<file path="src/rtl/aftab_csr_trap_sequencer.sv">
// AFTAB CSR trap/MRET sequencer: drives the interrupt register bank
// through the mstatus/mepc/mcause/mtval/mtvec accesses of trap entry and MRET.
module aftab_csr_trap_sequencer #(
   parameter int len = 32
) (
   input  logic           clk,
   input  logic           rst,
   input  logic           trapReq,
   input  logic           mretReq,
   input  logic [len-1:0] pcIn,
   input  logic [len-1:0] causeIn,
   input  logic [len-1:0] tvalIn,
   input  logic [len-1:0] outRegBank,
   output logic           writeRegBank,
   output logic [11:0]    addressRegBank,
   output logic [len-1:0] inputRegBank,
   output logic           busy,
   output logic           done,
   output logic [len-1:0] targetPC
);

   typedef enum logic [3:0] {
      S_IDLE     = 4'd0,
      S_T_RD_MST = 4'd1,
      S_T_WR_MST = 4'd2,
      S_T_WR_EPC = 4'd3,
      S_T_WR_CAU = 4'd4,
      S_T_WR_TVL = 4'd5,
      S_T_RD_VEC = 4'd6,
      S_R_RD_MST = 4'd7,
      S_R_WR_MST = 4'd8,
      S_R_RD_EPC = 4'd9,
      S_DONE     = 4'd10
   } state_t;

   localparam logic [11:0] A_MSTATUS = 12'h300;
   localparam logic [11:0] A_MTVEC   = 12'h305;
   localparam logic [11:0] A_MEPC    = 12'h341;
   localparam logic [11:0] A_MCAUSE  = 12'h342;
   localparam logic [11:0] A_MTVAL   = 12'h343;

   state_t         state_q, state_d;
   logic           wr_q, wr_d;
   logic [11:0]    addr_q, addr_d;
   logic [len-1:0] data_q, data_d;
   logic           busy_q, busy_d;
   logic           done_q, done_d;
   logic [len-1:0] tpc_q, tpc_d;
   logic [len-1:0] pc_q, pc_d;
   logic [len-1:0] cause_q, cause_d;
   logic [len-1:0] tval_q, tval_d;
   logic [len-1:0] mst_q, mst_d;
   logic [len-1:0] mst_trap, mst_ret;
   logic [len-1:0] vec_base, vec_off;

   // Next state plus the bank-side outputs that belong to that next state,
   // so every output leaves a flop and is stable for the whole state.
   always_comb begin
      state_d  = S_IDLE;
      wr_d     = 1'b0;
      addr_d   = 12'h000;
      data_d   = '0;
      done_d   = 1'b0;
      pc_d     = pc_q;
      cause_d  = cause_q;
      tval_d   = tval_q;
      mst_d    = mst_q;
      tpc_d    = tpc_q;

      mst_trap        = outRegBank;
      mst_trap[7]     = outRegBank[3];
      mst_trap[3]     = 1'b0;
      mst_trap[12:11] = 2'b11;

      mst_ret         = outRegBank;
      mst_ret[3]      = outRegBank[7];
      mst_ret[7]      = 1'b1;
      mst_ret[12:11]  = 2'b11;

      vec_base = {outRegBank[len-1:2], 2'b00};
      vec_off  = {cause_q[len-3:0], 2'b00};

      case (state_q)
         S_IDLE: begin
            if (trapReq) begin
               state_d = S_T_RD_MST;
               addr_d  = A_MSTATUS;
               pc_d    = pcIn;
               cause_d = causeIn;
               tval_d  = tvalIn;
            end else if (mretReq) begin
               state_d = S_R_RD_MST;
               addr_d  = A_MSTATUS;
            end
         end
         S_T_RD_MST: begin
            mst_d   = outRegBank;
            state_d = S_T_WR_MST;
            wr_d    = 1'b1;
            addr_d  = A_MSTATUS;
            data_d  = mst_trap;
         end
         S_T_WR_MST: begin
            state_d = S_T_WR_EPC;
            wr_d    = 1'b1;
            addr_d  = A_MEPC;
            data_d  = pc_q & ~len'(3);
         end
         S_T_WR_EPC: begin
            state_d = S_T_WR_CAU;
            wr_d    = 1'b1;
            addr_d  = A_MCAUSE;
            data_d  = cause_q;
         end
         S_T_WR_CAU: begin
            state_d = S_T_WR_TVL;
            wr_d    = 1'b1;
            addr_d  = A_MTVAL;
            data_d  = tval_q;
         end
         S_T_WR_TVL: begin
            state_d = S_T_RD_VEC;
            addr_d  = A_MTVEC;
         end
         S_T_RD_VEC: begin
            state_d = S_DONE;
            done_d  = 1'b1;
            if (outRegBank[1:0] == 2'b01 && cause_q[len-1])
               tpc_d = vec_base + vec_off;
            else
               tpc_d = vec_base;
         end
         S_R_RD_MST: begin
            mst_d   = outRegBank;
            state_d = S_R_WR_MST;
            wr_d    = 1'b1;
            addr_d  = A_MSTATUS;
            data_d  = mst_ret;
         end
         S_R_WR_MST: begin
            state_d = S_R_RD_EPC;
            addr_d  = A_MEPC;
         end
         S_R_RD_EPC: begin
            state_d = S_DONE;
            done_d  = 1'b1;
            tpc_d   = outRegBank;
         end
         S_DONE:  state_d = S_IDLE;
         default: state_d = S_IDLE;
      endcase

      busy_d = (state_d != S_IDLE);
   end

   // State, registered outputs and request latches.
   always_ff @(posedge clk or negedge rst) begin
      if (!rst) begin
         state_q <= S_IDLE;
         wr_q    <= 1'b0;
         addr_q  <= 12'h000;
         data_q  <= '0;
         busy_q  <= 1'b0;
         done_q  <= 1'b0;
         tpc_q   <= '0;
         pc_q    <= '0;
         cause_q <= '0;
         tval_q  <= '0;
         mst_q   <= '0;
      end else begin
         state_q <= state_d;
         wr_q    <= wr_d;
         addr_q  <= addr_d;
         data_q  <= data_d;
         busy_q  <= busy_d;
         done_q  <= done_d;
         tpc_q   <= tpc_d;
         pc_q    <= pc_d;
         cause_q <= cause_d;
         tval_q  <= tval_d;
         mst_q   <= mst_d;
      end
   end

   assign writeRegBank   = wr_q;
   assign addressRegBank = addr_q;
   assign inputRegBank   = data_q;
   assign busy           = busy_q;
   assign done           = done_q;
   assign targetPC       = tpc_q;

endmodule

</file>
<file path="config.mk">
export PLATFORM = sky130hd
export DESIGN_NAME = aftab_csr_trap_sequencer
export DESIGN_NICKNAME = d
export VERILOG_FILES = /design/src/rtl/aftab_csr_trap_sequencer.sv
export SDC_FILE = /design/constraint.sdc
export NUM_CORES = 1
export LEC_CHECK = 0
export CAP_MARGIN = 20
export CORE_ASPECT_RATIO = 0.9
export CORE_UTILIZATION = 54
export DETAILED_ROUTE_END_ITERATION = 7
export PLACE_DENSITY = 0.83
export SLEW_MARGIN = 20
export SYNTH_ARGS = -nofsm -noshare
export SYNTH_HDL_FRONTEND = slang
export SYNTH_SLANG_ARGS = --single-unit
</file>
<file path="constraint.sdc">
create_clock -name clk -period 6.46 [get_ports clk]
set_clock_uncertainty 0.2 [all_clocks]
set_input_delay 1.615 -clock clk [delete_from_list [all_inputs] [get_ports clk]]
set_output_delay 1.615 -clock clk [all_outputs]
set_load 0.02 [all_outputs]
</file>
**Routing congestion**

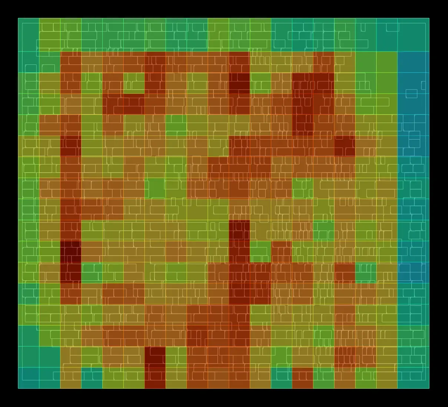
GR Layer Usage met2: 0.436
gr usage total: 0.303
final core occ: 0.729

**Sequential cells grouped by signal name**

Scale bar: 50 um. Other sequential cells in the stronger grey, the rest of the logic in the fainter grey.
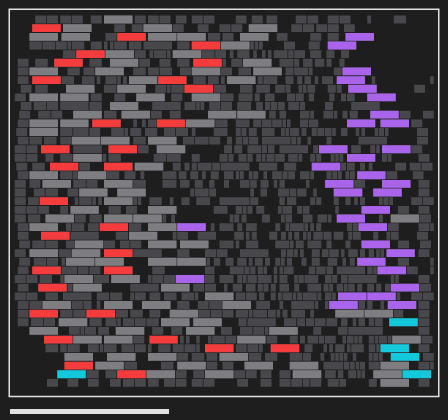
| netlist name | colour | placed flops |
|---|---|---|
| addressRegBank | cyan | 5 |
| targetPC | purple | 32 |
| pc_q | red | 30 |
not coloured: 103

**Gate families picked out**

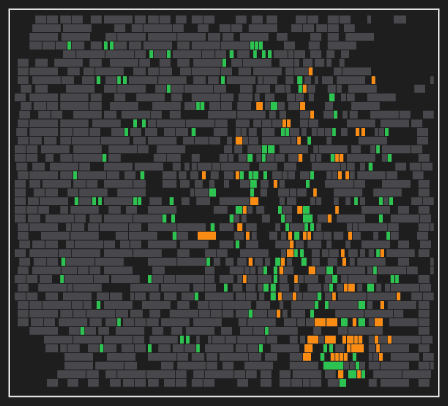
| family | colour | cells |
|---|---|---|
| NAND gates | green | 131 |
| NOR gates | orange | 76 |

**Placement by cell class**

Scale bar: 50 um.
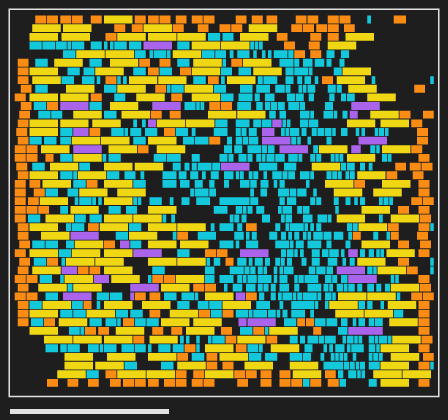
| class | colour | cells |
|---|---|---|
| flops | yellow | 170 |
| clock drivers and dummy loads | purple | 31 |
| other buffers and delay cells | orange | 210 |
| all other logic | cyan | 576 |

**Routed metal, one colour a layer**

Scale bar: 50 um. Two of the layers only.
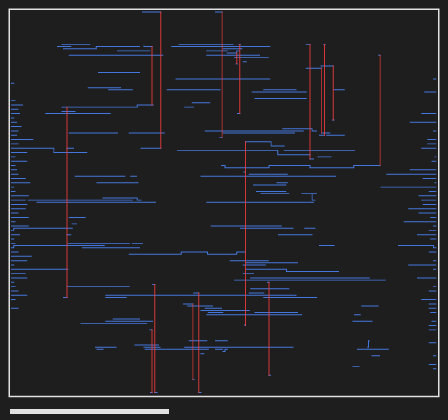
| layer | colour | wire length |
|---|---|---|
| met4 | red | 518 um |
| met3 | blue | 1920 um |
total detailed-routing wirelength: 23400 um
total vias in the final route: 7069
routed wire length per instance: 19.7 um

==> state kept, by name (all words and copies together), names as in the netlist <==
signal,count
busy,1
writeRegBank,1
done,1
inputRegBank,32
tval_q,32
pc_q,30
cause_q,32
state_q,4
targetPC,32
addressRegBank,5
==> power groups by stage <==
stage	Combinational, mW	Sequential (mW)	Clock (mW)
after floorplan	1.75	2.04	0
after global placement	2.75	1.95	0
after detailed placement	2.80	1.96	0
after CTS	2.83	1.95	1.02
after global routing	3.12	2.02	1.06
final	2.85	1.96	1.01
==> cell type report <==
type / count / area (um^2) / share of cell area
Tap cell: 202 / 253 / 0.0225
Clock inverter: 10 / 108 / 0.00956
Sequential cell: 170 / 4250 / 0.378
Inverter: 7 / 26.3 / 0.00233
Multi-Input combinational cell: 569 / 4060 / 0.361
Clock buffer: 21 / 470 / 0.0418
Timing Repair Buffer: 210 / 2080 / 0.185
==> layout by cell type (no fill, tap or decap), drive strengths merged, types with 6 or more instances in the layout <==
cell	n
a21oi	55
conb	6
mux2	94
dfrtp	170
inv	11
a222oi	28
xor2	14
a22oi	9
xnor2	12
clkbuf	21
ha	29
a21o	19
buf	9
o21ai	37
nand2	104
nand2b	9
clkdlybuf4s50	201
nand3	13
nor2	58
nor3	8
a31oi	11
==> logic make-up after synthesis <==
logic type / count (synthesis)
buf+inv: 66
flops: 170
simple gates: 220
compound gates: 192
mux: 95
fa+ha+maj: 30
other cells: 1
xor+xnor: 26
==> routing by layer <==
metal / up-vias / global-route usage / part of all wire
met5: - / 0 / 0
met4: 0 / 0.0997 / 0.022
met3: 41 / 0.0535 / 0.082
met2: 346 / 0.436 / 0.44
met1: 3444 / 0.461 / 0.46
li1: 3238 / - / -
==> critical path: stages <==
cell and delay (ps):
sky130_fd_sc_hd__clkdlybuf4s50_1 510, sky130_fd_sc_hd__ha_1 270, sky130_fd_sc_hd__fa_1 400, sky130_fd_sc_hd__a21o_1 230, sky130_fd_sc_hd__a31o_1 240, sky130_fd_sc_hd__and3_4 160
sky130_fd_sc_hd__o311ai_4 390, sky130_fd_sc_hd__a31oi_2 210, sky130_fd_sc_hd__a41oi_2 330, sky130_fd_sc_hd__o31ai_1 140, sky130_fd_sc_hd__xnor2_1 150, sky130_fd_sc_hd__o21ai_1 70
==> worst paths after layout <==
path / startpoint / endpoint / depth (start not counted)
min in group asynchronous: rst / targetPC[29]$_DFFE_PN0P_ / 1
max in group asynchronous: rst / inputRegBank[1]$_DFF_PN0_ / 2
hold / removal: targetPC[25]$_DFFE_PN0P_ / targetPC[25]$_DFFE_PN0P_ / 2
setup / recovery: outRegBank[2] / targetPC[30]$_DFFE_PN0P_ / 12
hold reg to reg: targetPC[25]$_DFFE_PN0P_ / targetPC[25]$_DFFE_PN0P_ / 2
setup reg to reg: state_q[3]$_DFF_PN0_ / targetPC[26]$_DFFE_PN0P_ / 8
==> impl_metrics.py <==
# Synthesis and PnR figures
metrics = {
    "synthesis": {
        "ys_sh_aoi": 0.157,
        "cells_yosys": 800,
        "synth.yosys.seq_area_share": 0.498,
        "synth-edff-count": 0,
        "synth.cellmix.xorXnorShare": 0.0267,
        "proportion_of_synthesized_flip_flops_having_asynchronous_set_or_reset": 1.00,
        "ys_seq_elements": 170,
        "post_synth_most_frequent_cells": "sky130_fd_sc_hd__dfrtp_1 (170), sky130_fd_sc_hd__nand2_1 (104), sky130_fd_sc_hd__mux2_2 (94), sky130_fd_sc_hd__nor2_1 (58), sky130_fd_sc_hd__a21oi_1 (53)",
        "netlist_logic_family_top": "AND-OR/OR-AND gates",
        "flop_cell": "sky130_fd_sc_hd__dfrtp_1",
        "postSynthAreaPerCell_um2": 10.7,
        "top_cell": "sky130_fd_sc_hd__dfrtp_1",
        "area_leader_share": 0.498,
        "topCellsByArea": "sky130_fd_sc_hd__dfrtp_1 (50%), sky130_fd_sc_hd__mux2_2 (12%), sky130_fd_sc_hd__nand2_1 (4.6%)",
        "ys.warnings.count": 0,
        "ys_sh_mux": 0.125,
        "largest_area_cell": "sky130_fd_sc_hd__dfrtp_1",
        "yosys_area_mm2": 0.00854,
        "yosysUniqueCellTypes": 64,
        "adder_share": 0.0448,
        "synth.cellmix.simpleShare": 0.115,
        "syn_area_mm2": 0.00854,
        "netlist_instances": 800,
    },
    "power": {
        "share_clk_of_total_power": 0.173,
        "power_switching_share": 0.400,
        "worst_ir_drop_vdd_mv": 0.337,
        "combPwrFrac": 0.490,
        "power.internal_mw": 3.50,
        "finalPower_mw": 5.82,
        "power.density_cell_area_mw_per_mm2": 517,
        "net_switching_mw": 2.33,
        "cellLeakagePower_nw": 4.95,
        "power_frac_seq": 0.337,
    },
    "clock_network": {
        "cts.reportedPaths.clkPinSlew_ps": 60,
        "number_of_buffers_on_the_longest_clock_path": 2,
        "clock.latency.late_pin_ps": 430,
        "ctsHoldBuffers": 0,
        "cts_repair_resize_count": 0,
        "cts.sinks": 170,
        "cts_tree": "built",
        "post-cts-setup-buffers": 0,
        "number_of_cts_inserted_buffers": 17,
        "cts_root_buf": "sky130_fd_sc_hd__clkbuf_16",
        "h-tree-depth": 4,
    },
    "final_timing": {
        "timing_max_transition_violations_final": 0,
        "hold_viol_final": 0,
        "grt_setup_unrepaired": "false",
        "remaining_max_slew_budget_at_the_tightest_pin": 0.412,
        "final.period_utilization": 0.714,
        "fin_worst_hold_slack_ps": 278,
        "final_period_demand_of_the_worst_path_ps": 4610,
        "setup-violations-final": 0,
        "fin_ws_ps": 1850,
        "tightest_slew_ps": 882,
        "max_clock_freq_mhz": 217,
        "totalNegativeSetupSlack_ps": 0,
    },
    "job": {
        "max_capacitance_violation_count": 0,
        "tool_warnings": 30,
    },
    "route": {
        "firstDrtPassIters": 5,
        "drc": 0,
        "drt-initial-drc-count": 615,
        "final_antenna_net_count": 0,
        "detail_route.vias_per_cell": 5.95,
    },
    "global_routing": {
        "vias_in_the_first_global_route": 6858,
        "grt_ovf": 0,
        "grt_antenna_before_repair": 0,
        "grt_pass1_wl_um": 37200,
        "grt_start_max_net_pins": 102,
    },
    "final_layout": {
        "drive_gt1_frac": 0.152,
        "area_growth_pct": 31.7,
        "instances_no_fill": 1189,
        "diodes": 0,
        "post-route-cell-area_mm2": 0.0113,
        "final.fill_count": 1126,
        "nets": 1137,
    },
    "critical_path": {
        "critical_path_peak_fanout": 5,
        "critPathCaptureType": "flop",
        "timing.reg2reg.setup_slack_ps": 3080,
        "worst_ep_arrival_time_ps": 4720,
        "crit_path_start_kind": "primary input",
        "critPathKind": "primary input to flop",
        "timing.critical_path.required_ps": 6570,
    },
    "run_status": {
        "status": "complete, no violations",
    },
    "hold_path": {
        "holdCritPathClass": "flop to flop",
    },
    "floorplan": {
        "fp_util": 0.553,
        "floorplan.die_area_mm2": 0.0163,
        "die_width_um": 135,
        "die_y_um": 121,
        "boundaryPins": 211,
        "rows": 43,
        "core_area_mm2": 0.0154,
    },
    "placed_design": {
        "routabilityCongestion": 0.909,
        "placed_cells_incl_taps": 1158,
        "port_buffers": 202,
        "detailedPlace.worstSlack_ps": 1470,
        "post-dp-hpwl_um": 16700,
        "placed_area_mm2": 0.0107,
    },
}
Power figures rest on the tool's default switching activity, not on a simulated workload.
